### Ports around the boundary, run 1

Pins as bars across the die edge, other pins in gray.
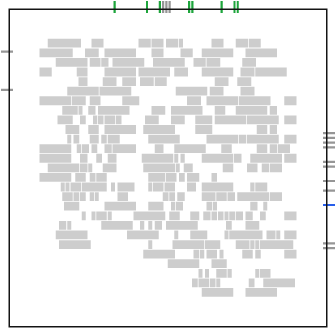
### Register map, names as in the netlist, run 1

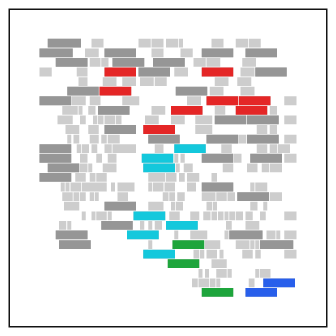
### Clock network drawn from the DEF, run 1

Scale bar: 20 um.
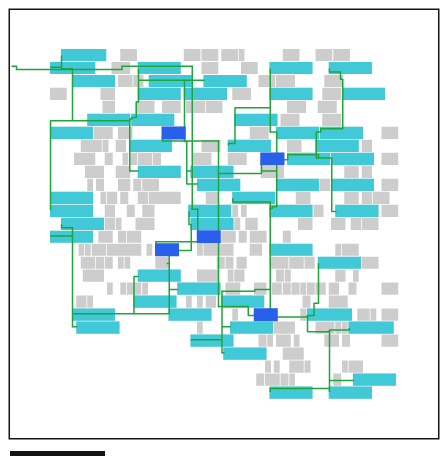
--- src/rtl/x_uart_pkg.sv ---
// x_uart_pkg: definitions shared by the UART receive and transmit halves.
//   uart_state_t          - frame phase, used by both the RX and the TX FSM
//   UART_CLKS_PER_BIT_DEF - default clocks per bit (12 MHz / 115200)
//   UART_DATA_BITS        - data bits per frame (8N1)
package x_uart_pkg;

  typedef enum logic [1:0] {
    IDLE,
    START,
    DATA,
    STOP
  } uart_state_t;

  localparam int UART_CLKS_PER_BIT_DEF = 104;
  localparam int UART_DATA_BITS        = 8;

endpackage

--- src/rtl/x_uart_rx.sv ---
// x_uart_rx: 8N1 receiver with a two-flop input synchroniser.
// Ports:
//   i_clk, i_rst  - clock, asynchronous active-high reset
//   i_rx          - asynchronous serial input, idle high
//   o_rx_valid    - one-cycle pulse, byte received
//   o_rx_data     - received byte, held until the next good byte
//   o_rx_err      - one-cycle pulse, stop bit sampled low
// CLKS_PER_BIT must be >= 4.
module x_uart_rx
  import x_uart_pkg::*;
#(
  parameter int CLKS_PER_BIT = UART_CLKS_PER_BIT_DEF
) (
  input  logic       i_clk,
  input  logic       i_rst,
  input  logic       i_rx,
  output logic       o_rx_valid,
  output logic [7:0] o_rx_data,
  output logic       o_rx_err
);

  localparam int CW = $clog2(CLKS_PER_BIT);
  localparam logic [CW-1:0] CNT_HALF = CW'(CLKS_PER_BIT / 2 - 1);
  localparam logic [CW-1:0] CNT_FULL = CW'(CLKS_PER_BIT - 1);
  localparam logic [2:0]    LAST_BIT = 3'(UART_DATA_BITS - 1);

  logic        rx_meta_q, rx_s_q;
  uart_state_t state_q, state_d;
  logic [CW-1:0] cnt_q, cnt_d;
  logic [2:0]  bit_q, bit_d;
  logic [7:0]  shift_q, shift_d;
  logic [7:0]  data_q, data_d;
  logic        valid_q, valid_d;
  logic        err_q, err_d;

  always_comb begin
    state_d = state_q;
    cnt_d   = cnt_q + 1'b1;
    bit_d   = bit_q;
    shift_d = shift_q;
    data_d  = data_q;
    valid_d = 1'b0;
    err_d   = 1'b0;
    case (state_q)
      IDLE: begin
        cnt_d = '0;
        if (!rx_s_q) state_d = START;
      end
      START: begin
        // Re-check the line half a bit in; a high level here was a glitch.
        if (cnt_q == CNT_HALF) begin
          cnt_d   = '0;
          bit_d   = '0;
          state_d = rx_s_q ? IDLE : DATA;
        end
      end
      DATA: begin
        // Counting a full bit from the start-bit centre lands on each bit centre.
        if (cnt_q == CNT_FULL) begin
          cnt_d   = '0;
          shift_d = {rx_s_q, shift_q[7:1]};
          bit_d   = bit_q + 3'd1;
          if (bit_q == LAST_BIT) state_d = STOP;
        end
      end
      STOP: begin
        if (cnt_q == CNT_FULL) begin
          cnt_d   = '0;
          state_d = IDLE;
          if (rx_s_q) begin
            data_d  = shift_q;
            valid_d = 1'b1;
          end else begin
            err_d = 1'b1;
          end
        end
      end
      default: state_d = IDLE;
    endcase
  end

  always_ff @(posedge i_clk or posedge i_rst) begin
    if (i_rst) begin
      // Synchroniser resets to the idle level so release is not seen as a start.
      rx_meta_q <= 1'b1;
      rx_s_q    <= 1'b1;
      state_q   <= IDLE;
      cnt_q     <= '0;
      bit_q     <= '0;
      shift_q   <= '0;
      data_q    <= '0;
      valid_q   <= 1'b0;
      err_q     <= 1'b0;
    end else begin
      rx_meta_q <= i_rx;
      rx_s_q    <= rx_meta_q;
      state_q   <= state_d;
      cnt_q     <= cnt_d;
      bit_q     <= bit_d;
      shift_q   <= shift_d;
      data_q    <= data_d;
      valid_q   <= valid_d;
      err_q     <= err_d;
    end
  end

  assign o_rx_valid = valid_q;
  assign o_rx_data  = data_q;
  assign o_rx_err   = err_q;

endmodule

--- src/rtl/x_uart.sv ---
// x_uart: full-duplex 8N1 UART link; independent RX (x_uart_rx) and inline TX.
// Ports:
//   i_clk, i_rst            - clock, asynchronous active-high reset
//   i_rx                    - serial input, idle high
//   o_tx                    - serial output, idle high, driven from a flop
//   o_rx_valid/data/err     - received byte pulse, byte, framing-error pulse
//   i_tx_valid, i_tx_data   - byte offered for transmit
//   o_tx_ready              - transmitter idle; accept when valid & ready
// CLKS_PER_BIT must be >= 4.
module x_uart
  import x_uart_pkg::*;
#(
  parameter int CLKS_PER_BIT = UART_CLKS_PER_BIT_DEF
) (
  input  logic       i_clk,
  input  logic       i_rst,
  input  logic       i_rx,
  output logic       o_tx,
  output logic       o_rx_valid,
  output logic [7:0] o_rx_data,
  output logic       o_rx_err,
  input  logic       i_tx_valid,
  input  logic [7:0] i_tx_data,
  output logic       o_tx_ready
);

  localparam int CW = $clog2(CLKS_PER_BIT);
  localparam logic [CW-1:0] CNT_FULL = CW'(CLKS_PER_BIT - 1);
  localparam logic [2:0]    LAST_BIT = 3'(UART_DATA_BITS - 1);

  x_uart_rx #(.CLKS_PER_BIT(CLKS_PER_BIT)) u_rx (
    .i_clk      (i_clk),
    .i_rst      (i_rst),
    .i_rx       (i_rx),
    .o_rx_valid (o_rx_valid),
    .o_rx_data  (o_rx_data),
    .o_rx_err   (o_rx_err)
  );

  uart_state_t   tx_state_q, tx_state_d;
  logic [CW-1:0] tx_cnt_q, tx_cnt_d;
  logic [2:0]    tx_bit_q, tx_bit_d;
  logic [7:0]    tx_shift_q, tx_shift_d;
  logic          tx_q, tx_d;
  logic          tx_ready_q, tx_ready_d;

  // tx_d is the line level for the next cycle, so each phase change sets the
  // level of the phase being entered.
  always_comb begin
    tx_state_d = tx_state_q;
    tx_cnt_d   = tx_cnt_q + 1'b1;
    tx_bit_d   = tx_bit_q;
    tx_shift_d = tx_shift_q;
    tx_d       = tx_q;
    case (tx_state_q)
      IDLE: begin
        tx_cnt_d = '0;
        tx_d     = 1'b1;
        if (i_tx_valid && tx_ready_q) begin
          tx_shift_d = i_tx_data;
          tx_state_d = START;
          tx_d       = 1'b0;
        end
      end
      START: begin
        if (tx_cnt_q == CNT_FULL) begin
          tx_cnt_d   = '0;
          tx_bit_d   = '0;
          tx_state_d = DATA;
          tx_d       = tx_shift_q[0];
        end
      end
      DATA: begin
        if (tx_cnt_q == CNT_FULL) begin
          tx_cnt_d = '0;
          if (tx_bit_q == LAST_BIT) begin
            tx_state_d = STOP;
            tx_d       = 1'b1;
          end else begin
            tx_bit_d   = tx_bit_q + 3'd1;
            tx_shift_d = {1'b0, tx_shift_q[7:1]};
            tx_d       = tx_shift_q[1];
          end
        end
      end
      STOP: begin
        if (tx_cnt_q == CNT_FULL) begin
          tx_cnt_d   = '0;
          tx_state_d = IDLE;
          tx_d       = 1'b1;
        end
      end
      default: begin
        tx_state_d = IDLE;
        tx_d       = 1'b1;
      end
    endcase
    tx_ready_d = (tx_state_d == IDLE);
  end

  always_ff @(posedge i_clk or posedge i_rst) begin
    if (i_rst) begin
      tx_state_q <= IDLE;
      tx_cnt_q   <= '0;
      tx_bit_q   <= '0;
      tx_shift_q <= '0;
      tx_q       <= 1'b1;
      tx_ready_q <= 1'b1;
    end else begin
      tx_state_q <= tx_state_d;
      tx_cnt_q   <= tx_cnt_d;
      tx_bit_q   <= tx_bit_d;
      tx_shift_q <= tx_shift_d;
      tx_q       <= tx_d;
      tx_ready_q <= tx_ready_d;
    end
  end

  assign o_tx       = tx_q;
  assign o_tx_ready = tx_ready_q;

endmodule

--- config.mk ---
export PLATFORM = sky130hd
export DESIGN_NAME = x_uart
export DESIGN_NICKNAME = d
export VERILOG_FILES = /design/src/rtl/x_uart_pkg.sv /design/src/rtl/x_uart_rx.sv /design/src/rtl/x_uart.sv
export SDC_FILE = /design/constraint.sdc
export NUM_CORES = 1
export LEC_CHECK = 0
export ABC_AREA = 0
export ABC_CLOCK_PERIOD_IN_PS = 3750
export CORE_MARGIN = 8
export CORE_UTILIZATION = 45
export DETAILED_ROUTE_END_ITERATION = 12
export MAX_ROUTING_LAYER = met4
export PLACE_DENSITY = 0.62
export SETUP_SLACK_MARGIN = 0.5
export SYNTH_ARGS = -nofsm -noshare
export SYNTH_HDL_FRONTEND = slang
export SYNTH_SLANG_ARGS = --single-unit
--- constraint.sdc ---
create_clock -name i_clk -period 3.75 [get_ports i_clk]
set_input_delay 0.5625 -clock i_clk [delete_from_list [all_inputs] [get_ports i_clk]]
set_output_delay 0.5625 -clock i_clk [all_outputs]
set_load 0.05 [all_outputs]
==> flow_summary.json, run 1 <==
{
  "grt_pass1_vias": 1681,
  "required_ns": 3.98,
  "start_kind": "flip-flop",
  "grt_pass1_wl_um": 7410,
  "nets": 252,
  "synthCells": 210,
  "fin_util_pct": 52.9,
  "reg2reg_depth": 6,
  "dpl_cell_area_um2": 2740,
  "fp-utilization_pct": 45.5,
  "cp.arrival_ns": 2.50,
  "layout-drive-gt1-share_pct": 16.2,
  "ys_ff": 54,
  "min-delay-start": "u_rx.rx_meta_q",
  "fp_nets": 228,
  "timing.final.crit_period_ns": 2.27,
  "dr.pass1.iters": 3,
  "ys_types": 38,
  "wl_per_cell_um": 13.8,
  "viasPerCell": 5.34,
  "setup_tns_ns": 0,
  "cts_sinks": 54,
  "max_cap_violations": 0,
  "powerDensity_nw_per_um2": 416,
  "cts_buffers": 5,
  "drcViolationCount": 0,
  "cts-htree-levels": 2,
  "drt_iter0_markers": 62,
  "report.final.slew_viol_count": 0,
  "r2r-end": "tx_shift_q[1]",
  "min_path_cells": 0,
  "power.leakage_uw": 0.00124,
  "critPathKind": "flip-flop to flip-flop",
  "routed_wl_um": 4220,
  "vias": 1639,
  "p_comb_share_pct": 12.4,
  "dp_cells": 299,
  "ys_cells": 210,
  "clk_pin_slew_ns": 0.10,
  "power_uw": 1180,
  "postCtsSetupBuffers": 0,
  "die-area_um2": 8040,
  "ios": 24,
  "routabilityCongestion": 0.710,
  "synthToLayoutAreaGrowth_pct": 16.3,
  "p_switching_uw": 302,
  "cts-resized-gates": 0,
  "hold_viol_final": 0,
  "grt_overflow": 0,
  "ir_worst_vdd_v": 0.000175,
  "setup_viol": 0,
  "ys_area_um2": 2440,
  "clock_path_buffers": 2,
  "rsz0062_at_grt": "false",
  "worstMarginPinSlew_ns": 0.681,
  "status": "finished, final reports clean",
  "hold_class": "flip-flop to flip-flop",
  "port_buffers": 23,
  "antenna_cells": 0,
  "dieHeight_um": 89.7,
  "final_area_um2": 2840,
  "die_w_um": 89.7,
  "whs_endpoint": "u_rx.rx_s_q",
  "grt_max_degree": 34,
  "syn_area_per_cell_um2": 11.6,
  "worstReg2RegStart": "tx_bit_q[0]",
  "antenna_left": 0,
  "place_hpwl_um": 2990,
  "p_int_uw": 878,
  "synth.cell_area_um2": 2440,
  "antenna_found_initial": 0,
  "pre_cts_slack_ns": 1.35,
  "end_kind": "flip-flop",
  "grt.total_usage_pct": 12.3,
  "synth-warning-count": 0,
  "path_max_fanout": 8,
  "final_common_cell": "dfrtp_1",
  "max-slew-margin-rel_pct": 54.5,
  "coreArea_um2": 5370,
  "whs_ns": 0.364,
  "clock_power_share_pct": 28.5,
  "cts_tree": "done",
  "fmax_mhz": 441,
  "row_count": 27,
  "postCtsHoldBufs": 0,
  "root_buffer": "clkbuf_8",
  "period_used_pct": 60.5,
  "seq_area_frac_synth_pct": 55.5,
  "lay_top_cells": "dfrtp_1, clkdlybuf4s50_1, nor2_1",
  "worst_slack_ns": 1.48,
  "r2r_slack_ns": 1.48,
  "swShare_pct": 25.6,
  "warnings": 26,
  "fin_cells": 307,
  "p_seq_share_pct": 59.1
}
## Picture notes: 'Ports around the boundary'
Key: o_tx = blue [pins 1, direction output, edge east]; o_rx_data = green [pins 8, direction output, edge north]
All pins by edge: 11 north, 11 east, 2 west.

## Picture notes: 'Register map, names as in the netlist'
Key: tx_bit_q = green [placed flops 3]; tx_cnt_q = cyan [placed flops 7]; u_rx.shift_q = red [placed flops 8]; tx_state_q = blue [placed flops 2]
Another 34 sequential cells are not colored.
P_seq: 698 uW
Storage cell area: 1360 um2

## Picture notes: 'Clock network drawn from the DEF'
Key: clock wires = green [length 599 um]; clock-net drivers = blue [count 5]; flip-flops = cyan [count 54]
There are 6 routed clock nets.
Worst Skew: 0.00983 ns
Clk. pwr: 337 uW
Latency at later pin: 0.30 ns

==> run 1: worst max-delay path: stages, from the launching register on <==
cell and delay (ns):
dfrtp_1 0.42, ha_1 0.21, ha_1 0.23, nand2b_1 0.16, a21oi_1 0.52, a21boi_2 0.46
a2bb2oi_1 0.19
==> run 1: worst max path at each step <==
stage / end / from / slack, ns / cells after the start
6_report: tx_shift_q[1] / tx_bit_q[0] / 1.48 / 6
5_1_grt: tx_shift_q[4] / tx_bit_q[0] / 1.28 / 6
4_1_cts: tx_shift_q[1] / tx_bit_q[0] / 1.45 / 6
3_5_place_dp: tx_shift_q[2] / i_tx_valid / 1.35 / 5
3_3_place_gp: tx_shift_q[4] / i_tx_valid / 1.41 / 5
2_1_floorplan: u_rx.shift_q[0] / u_rx.cnt_q[0] / 1.81 / 5
==> run 1: state kept, by name (all words and copies together) (netlist names), named ones only <==
register,cells
tx_shift_q,8
u_rx.o_rx_data,8
u_rx.shift_q,8
tx_cnt_q,7
u_rx.cnt_q,7
tx_bit_q,3
u_rx.bit_q,3
tx_state_q,2
o_tx,1
o_tx_ready,1
u_rx.o_rx_err,1
u_rx.o_rx_valid,1
u_rx.rx_meta_q,1
u_rx.rx_s_q,1
u_rx.state_q,1
==> run 1: cell families (layout without fill, tap and decap cells) <==
kind of cell | after synthesis | after routing | synth area share [%]
AND/OR/NAND/NOR | 63 | 63 | 14.1
XOR/XNOR | 10 | 10 | 3.59
multiplexers | 20 | 20 | 9.12
flip-flops | 54 | 54 | 55.5
adder cells (fa/ha/maj) | 6 | 6 | 3.07
AND-OR/OR-AND | 43 | 43 | 12.3
buffers and inverters | 14 | 39 | 2.25
==> run 1: routing by layer <==
layer	track usage [%]	share of wire, %	up-vias
met5	-	0	-
met4	4.98	1.5	0
met3	3.28	4.9	6
met2	19.8	47	18
met1	14.2	47	812
li1	-	-	803
==> run 1: synth_stat cells (all sizes together) <==
cell type  number  area, um2
buf             2       10.0
o21ai          10       50.1
dfrtp          50       1250
xnor2           7       61.3
a2bb2oi         8       70.1
a21boi          1       11.3
nand4           1       6.26
a22oi           2       15.0
nor3            2       10.0
a311oi          2       17.5
clkbuf          5       18.8
and2            2       12.5
nand3b          3       35.0
nor2b           3       18.8
and4            1       8.76
ha              6       75.1
mux2           18        203
a221oi          1       8.76
o221a           2       22.5
a21oi           6       30.0
nor4            1       6.26
xor2            3       26.3
nor3b           3       33.8
nand3           7       35.0
nor2           21       78.8
inv             7       26.3
nand2          11       41.3
and3            3       18.8
mux2i           2       20.0
o22ai           8       50.1
and3b           1       8.76
a32oi           3       26.3
nand2b          2       12.5
dfstp           4        105
or3             2       17.5
==> run 1: final cells by class <==
class,count,area (um2)
clock inverters,2,16.3
well taps,72,90.1
multi-input cells,142,1030
fillers,473,2530
inverters,7,26.3
repair buffers,24,238
flip-flops and latches,54,1360
clock buffers,6,82.6
==> run 1: power groups by stage <==
stage	combinational (uW)	sequential [uW]	clock [uW]
finish	147	698	337
CTS	150	697	358
global placement	146	709	0
floorplan	107	704	0
detailed placement	149	708	0
global route	167	708	382
==> run 2, diff against run 1 <==
--- a/config.mk
+++ b/config.mk
@@ -6,12 +6,12 @@
 export NUM_CORES = 1
 export LEC_CHECK = 0
 export ABC_AREA = 0
-export ABC_CLOCK_PERIOD_IN_PS = 3750
+export ABC_CLOCK_PERIOD_IN_PS = 2050
 export CORE_MARGIN = 8
 export CORE_UTILIZATION = 45
 export DETAILED_ROUTE_END_ITERATION = 12
 export MAX_ROUTING_LAYER = met4
-export PLACE_DENSITY = 0.62
+export PLACE_DENSITY = 0.65
 export SETUP_SLACK_MARGIN = 0.5
 export SYNTH_ARGS = -nofsm -noshare
 export SYNTH_HDL_FRONTEND = slang
==> constraint.sdc (replaced) <==
create_clock -name i_clk -period 2.05 [get_ports i_clk]
set_input_delay 0.3075 -clock i_clk [delete_from_list [all_inputs] [get_ports i_clk]]
set_output_delay 0.3075 -clock i_clk [all_outputs]
set_load 0.05 [all_outputs]
==> run 2 against run 1 <==
Effect of this change: sequential share of layout area fell by 6.7 points; via count rose by 8.7%; utilization rose by 8.7 points; sequential power rose by 86%; area after synthesis did not move; register-to-register slack got worse by 1.2 ns; combinational power rose by 140%; critical path type unchanged; maximum frequency rose by 27%; clock power rose by 87%; wire length rose by 21%; die size did not move.
==> flow_summary.json, run 2 <==
{
  "ios": 24,
  "antenna_found_initial": 0,
  "r2r-end": "u_rx.shift_q[1]",
  "cp.arrival_ns": 1.98,
  "insertion_delay_ns": 0.31,
  "synthArstFlopShare_pct": 100,
  "routed_wl_um": 5120,
  "lay_top_cells": "dfrtp_1, buf_4, nor2_1",
  "powerDensity_nw_per_um2": 693,
  "top_cell_area_share_pct": 51.2,
  "warnings": 29,
  "clk_pin_slew_ns": 0.10,
  "ys_cells": 210,
  "wl_per_cell_um": 15.3,
  "common_cells": "dfrtp_1, nor2_1, mux2_2, nand2_1, o21ai_0",
  "dpl_cell_area_um2": 2880,
  "drt_iter0_markers": 73,
  "ys_area_um2": 2440,
  "status": "finished, final reports clean",
  "synthCells": 210,
  "cts-htree-levels": 2,
  "cts_buffers": 5,
  "grt_overflow": 0,
  "root_buffer": "clkbuf_8",
  "fmax_mhz": 562,
  "max-slew-margin-rel_pct": 65.3,
  "fp_nets": 228,
  "power.leakage_uw": 0.00147,
  "power_uw": 2290,
  "top_cells_by_area": "dfrtp_1, mux2_2, dfstp_2, nor2_1, ha_1",
  "ys_types": 38,
  "hold_viol_final": 0,
  "timing.final.crit_period_ns": 1.78,
  "grt_pass1_wl_um": 8180,
  "dr.pass1.iters": 4,
  "report.final.slew_viol_count": 0,
  "ir_worst_vdd_v": 0.000473,
  "rsz0062_at_grt": "true",
  "vias": 1782,
  "worstMarginPinSlew_ns": 0.515,
  "syn_area_per_cell_um2": 11.6,
  "ys_ff": 54,
  "path_max_fanout": 8,
  "grt_pass1_vias": 1806,
  "setup_tns_ns": 0,
  "skew_ns": 0.0114,
  "synth-warning-count": 0,
  "end_kind": "flip-flop",
  "hold_class": "input pin to asynchronous set/reset pin",
  "nets": 280,
  "antenna_cells": 0,
  "clock_path_buffers": 2,
  "setup_viol": 0,
  "grt.total_usage_pct": 13.6,
  "final_area_um2": 3310,
  "die-area_um2": 8040,
  "period_used_pct": 86.9,
  "seq_area_frac_synth_pct": 55.5,
  "final_common_cell": "dfrtp_1",
  "max_cap_violations": 0,
  "layout-drive-gt1-share_pct": 38.0,
  "largest_area_cell": "dfrtp_1",
  "worstReg2RegStart": "u_rx.cnt_q[1]",
  "drcViolationCount": 0,
  "most_common_cell": "dfrtp_1",
  "coreArea_um2": 5370,
  "place_hpwl_um": 3120,
  "reg2reg_depth": 6,
  "r2r_slack_ns": 0.27,
  "ys.flop_type": "dfrtp_1",
  "cts_tree": "done",
  "viasPerCell": 5.32,
  "synth-edff-count": 0,
  "start_kind": "flip-flop",
  "required_ns": 2.25,
  "antenna_left": 0,
  "critPathKind": "flip-flop to flip-flop",
  "synthToLayoutAreaGrowth_pct": 35.5,
  "synth.cell_area_um2": 2440,
  "routabilityCongestion": 0.753,
  "grt_max_degree": 39,
  "postCtsHoldBufs": 0,
  "fp-utilization_pct": 45.5,
  "row_count": 27,
  "cts_sinks": 54
}
-- run 2: netlist changes by cell type in the layout (fill, tap and decap cells not counted), moves of 4 or more --
cell / before / now
clkdlybuf4s50_1: 23 / 11
buf_6: 0 / 6
clkdlybuf4s15_1: 0 / 4
dlygate4sd2_1: 0 / 5
mux2_4: 0 / 8
buf_4: 1 / 21
a2bb2oi_2: 0 / 8
ha_1: 6 / 2
a2bb2oi_1: 8 / 0
mux2_2: 18 / 10
-- run 2: worst max path at each step --
stage	from	endpoint	slack (ns)	cells after the start
4_1_cts	u_rx.cnt_q[0]	u_rx.shift_q[6]	0.24	6
3_5_place_dp	u_rx.cnt_q[0]	u_rx.shift_q[1]	0.08	5
2_1_floorplan	u_rx.cnt_q[0]	u_rx.shift_q[0]	0.20	5
5_1_grt	u_rx.cnt_q[1]	u_rx.bit_q[1]	0.21	7
6_report	u_rx.cnt_q[1]	u_rx.shift_q[1]	0.27	6
3_3_place_gp	u_rx.cnt_q[0]	u_rx.shift_q[1]	0.09	5
-- run 2: logic make-up (layout without fill, tap and decap cells) --
logic type | after synthesis | after routing | share of synthesized area (%)
simple gates | 63 | 63 | 14.1
flops | 54 | 54 | 55.5
compound gates | 43 | 43 | 12.3
mux | 20 | 20 | 9.12
buf+inv | 14 | 67 | 2.25
xor+xnor | 10 | 10 | 3.59
fa+ha+maj | 6 | 6 | 3.07
-- run 2: area by class of cell --
cell class / instances / area [um2]
clock buffers: 6 / 82.6
clock inverters: 2 / 17.5
fillers: 423 / 2060
inverters: 7 / 30.0
multi-input cells: 142 / 1250
flip-flops and latches: 54 / 1360
well taps: 72 / 90.1
repair buffers: 52 / 479
-- run 2: power breakdown --
| part | internal (uW) | leakage (uW) | switching, uW | total (uW) |
|---|---|---|---|---|
| logic | 216 | 0.000732 | 142 | 358 |
| registers | 1180 | 0.000691 | 120 | 1300 |
| clock network | 279 | 0.0000514 | 352 | 631 |
| total | 1680 | 0.00147 | 614 | 2290 |
-- run 2: metrics by stage --
step / cells / util (%) / hold slack [ns] / worst slack [ns]
6_report: 335 / 61.6 / 0.328 / 0.269
5_1_grt: 335 / 61.6 / 0.353 / 0.214
4_1_cts: 330 / 60.0 / 0.333 / 0.238
3_5_place_dp: 305 / 53.5 / 0.348 / 0.0757
3_3_place_gp: 305 / 53.5 / 0.346 / 0.0943
2_1_floorplan: 210 / - / 0.312 / 0.201
-- run 2: worst max-delay path: stages, from the launching register on --
cell and delay (ns):
dfrtp_1 0.40, ha_4 0.16, nand3b_4 0.07, or3_4 0.36, nor3b_4 0.22, buf_12 0.16, mux2_4 0.30
-- run 2: timing repair --
item / 4_1_cts / 5_1_grt
pin swaps: 12 / 10
buffers inserted: 17 / 5
endpoints found under the setup margin: 47 / 48
resized: 41 / 26
-- run 2: per-layer routing --
metal	share of wire [%]	track usage [%]	up-vias
met5	0	-	-
met4	0.92	3.78	0
met3	4.0	3.00	4
met2	51	24.6	27
met1	44	14.5	889
li1	-	-	862
### Ports around the boundary, run 2

Pins as bars across the die edge, other pins in gray.
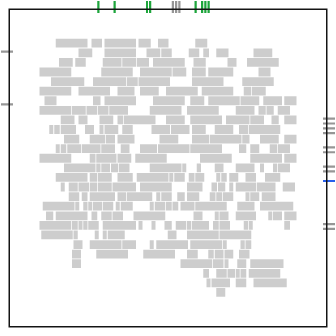
Key: o_rx_data = green [pins 8, direction output, edge north]; o_tx = blue [pins 1, direction output, edge east]
All pins by edge: 11 north, 11 east, 2 west.
Port Buffers: 23
DIE WIDTH: 89.7 um

==> run 3, diff against run 2 <==
--- a/config.mk
+++ b/config.mk
@@ -13,6 +13,7 @@
 export MAX_ROUTING_LAYER = met4
 export PLACE_DENSITY = 0.65
 export SETUP_SLACK_MARGIN = 0.5
+export SLEW_MARGIN = 20
 export SYNTH_ARGS = -nofsm -noshare
 export SYNTH_HDL_FRONTEND = slang
 export SYNTH_SLANG_ARGS = --single-unit
### Wiring by layer, run 3

Scale bar: 20 um.
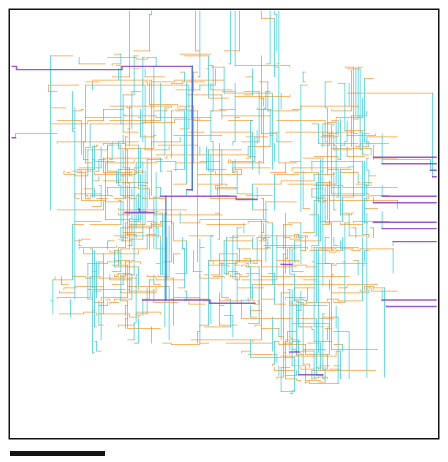
Key: M3 = purple [wire length 208 um]; M2 = cyan [wire length 2,630 um]; M1 = orange [wire length 2,230 um]; M4 = blue [wire length 47.6 um]
gr usage total: 13.6%
DR WL/cell: 15.3 um
DR vias: 1,782
Routed WL: 5120 um

==> run 3 against run 2 <==
Effect of this change: critical path depth is the same; area after synthesis is the same; first-iteration DRC count is the same; non-clock buffer count is the same; clock-buffer cell count is the same; largest power group unchanged; sequential share of layout area is the same; global-route usage is the same; die size is the same; clock skew is the same.
==> flow_summary.json, run 3 <==
{
  "status": "finished, final reports clean",
  "max_cap_violations": 0,
  "synthCells": 210,
  "whs_ns": 0.328,
  "fp-utilization_pct": 45.5,
  "end_kind": "flip-flop",
  "synth.cell_area_um2": 2440,
  "period_used_pct": 86.9,
  "postCtsHoldBufs": 0,
  "ios": 24,
  "power.leakage_uw": 0.00147,
  "die-area_um2": 8040,
  "hold_class": "input pin to asynchronous set/reset pin",
  "ys_area_um2": 2440,
  "fmax_mhz": 562,
  "worstReg2RegStart": "u_rx.cnt_q[1]",
  "synthArstFlopShare_pct": 100,
  "root_buffer": "clkbuf_8",
  "top_cell_area_share_pct": 51.2,
  "fin_cells": 335,
  "timing.final.crit_period_ns": 1.78,
  "rsz0062_at_grt": "true",
  "ys.flop_type": "dfrtp_1",
  "critPathKind": "flip-flop to flip-flop",
  "drcViolationCount": 0,
  "top_cells_by_area": "dfrtp_1, mux2_2, dfstp_2, nor2_1, ha_1",
  "path_max_fanout": 8,
  "fillers": 423,
  "max-slew-margin-rel_pct": 65.3,
  "grt_pass1_vias": 1806,
  "port_buffers": 23,
  "routabilityCongestion": 0.753,
  "synth-edff-count": 0,
  "dp_cells": 305,
  "grt_max_degree": 39,
  "lay_top_cells": "dfrtp_1, buf_4, nor2_1",
  "required_ns": 2.25,
  "grt_overflow": 0,
  "cts-htree-levels": 2,
  "final_common_cell": "dfrtp_1",
  "power_uw": 2290,
  "seq_area_frac_synth_pct": 55.5,
  "start_kind": "flip-flop",
  "syn_area_per_cell_um2": 11.6,
  "drt_iter0_markers": 73,
  "worstMarginPinSlew_ns": 0.515,
  "insertion_delay_ns": 0.31,
  "clock_path_buffers": 2,
  "skew_ns": 0.0114,
  "antenna_left": 0,
  "cts_tree": "done",
  "cts_sinks": 54,
  "place_hpwl_um": 3120,
  "cp.arrival_ns": 1.98,
  "largest_area_cell": "dfrtp_1",
  "report.final.slew_viol_count": 0,
  "warnings": 29,
  "ys_cells": 210,
  "layout-drive-gt1-share_pct": 38.0,
  "antenna_found_initial": 0,
  "fp_nets": 228,
  "hold_viol_final": 0,
  "synthToLayoutAreaGrowth_pct": 35.5,
  "ys_types": 38,
  "nets": 280,
  "most_common_cell": "dfrtp_1",
  "coreArea_um2": 5370,
  "grt_pass1_wl_um": 8180,
  "clk_pin_slew_ns": 0.10,
  "common_cells": "dfrtp_1, nor2_1, mux2_2, nand2_1, o21ai_0",
  "die_w_um": 89.7,
  "crit_start": "u_rx.cnt_q[1]",
  "dr.pass1.iters": 4,
  "ir_worst_vdd_v": 0.000473,
  "cts_buffers": 5,
  "fin_util_pct": 61.6,
  "row_count": 27,
  "dieHeight_um": 89.7,
  "powerDensity_nw_per_um2": 693,
  "antenna_cells": 0,
  "ys_ff": 54,
  "setup_tns_ns": 0,
  "viasPerCell": 5.32,
  "synth-warning-count": 0,
  "setup_viol": 0
}
## run 3: cell counts after synthesis
No cell type changed its count.
## run 3: metrics by stage
step | area, um2 | setup slack [ns]
detailed placement | 2880 | 0.0757
CTS | 3220 | 0.238
finish | 3310 | 0.269
global placement | 2880 | 0.0943
global route | 3310 | 0.214
floorplan | 2530 | 0.201
## run 3: logic make-up (layout without fill, tap and decap cells)
group           count (synthesis)  in the layout  share of synthesized area [%]
fa+ha+maj                       6              6                           3.07
compound gates                 43             43                           12.3
buf+inv                        14             67                           2.25
simple gates                   63             63                           14.1
mux                            20             20                           9.12
flops                          54             54                           55.5
xor+xnor                       10             10                           3.59
## run 3: critical path, stage by stage (launching register included)
cell      delay, ns
dfrtp_1        0.40
ha_4           0.16
nand3b_4       0.07
or3_4          0.36
nor3b_4        0.22
buf_12         0.16
mux2_4         0.30
## run 3: path summary, 6_finish.rpt
kind	end	slack, ns	depth (start not counted)
max reg2reg	u_rx.shift_q[1]	0.27	6
max	u_rx.shift_q[1]	0.27	6
min reg2reg	u_rx.rx_s_q	0.36	0
min in group i_clk	u_rx.rx_s_q	0.36	0
max in group asynchronous	u_rx.rx_s_q	1.16	3
min	u_rx.o_rx_data[0]	0.33	2
## run 3: layout make-up
type	instances	area [um2]	share of cell area (%)
multi-input cells	142	1250	37.8
repair buffers	52	479	14.5
flip-flops and latches	54	1360	41.1
well taps	72	90.1	2.72
clock buffers	6	82.6	2.50
clock inverters	2	17.5	0.529
inverters	7	30.0	0.907
## run 3: report_power, final
group | switching (uW) | internal (uW) | total (uW) | leakage [uW]
logic | 142 | 216 | 358 | 0.000732
clock network | 352 | 279 | 631 | 0.0000514
registers | 120 | 1180 | 1300 | 0.000691
## run 3: timing repair
action,4_1_cts,5_1_grt
resized,41,26
pin swaps,12,10
buffers inserted,17,5
setup endpoints to repair,47,48
endpoints found under the hold margin,0,0
## run 3: per-layer routing
| metal | global-route usage, % | wire length (um) |
|---|---|---|
| met1 | 14.5 | 2230 |
| met2 | 24.6 | 2630 |
| met3 | 3.00 | 207 |
| met4 | 3.78 | 47 |
| met5 | - | 0 |
No activity file was given, so power comes from the tool's default toggle rates.
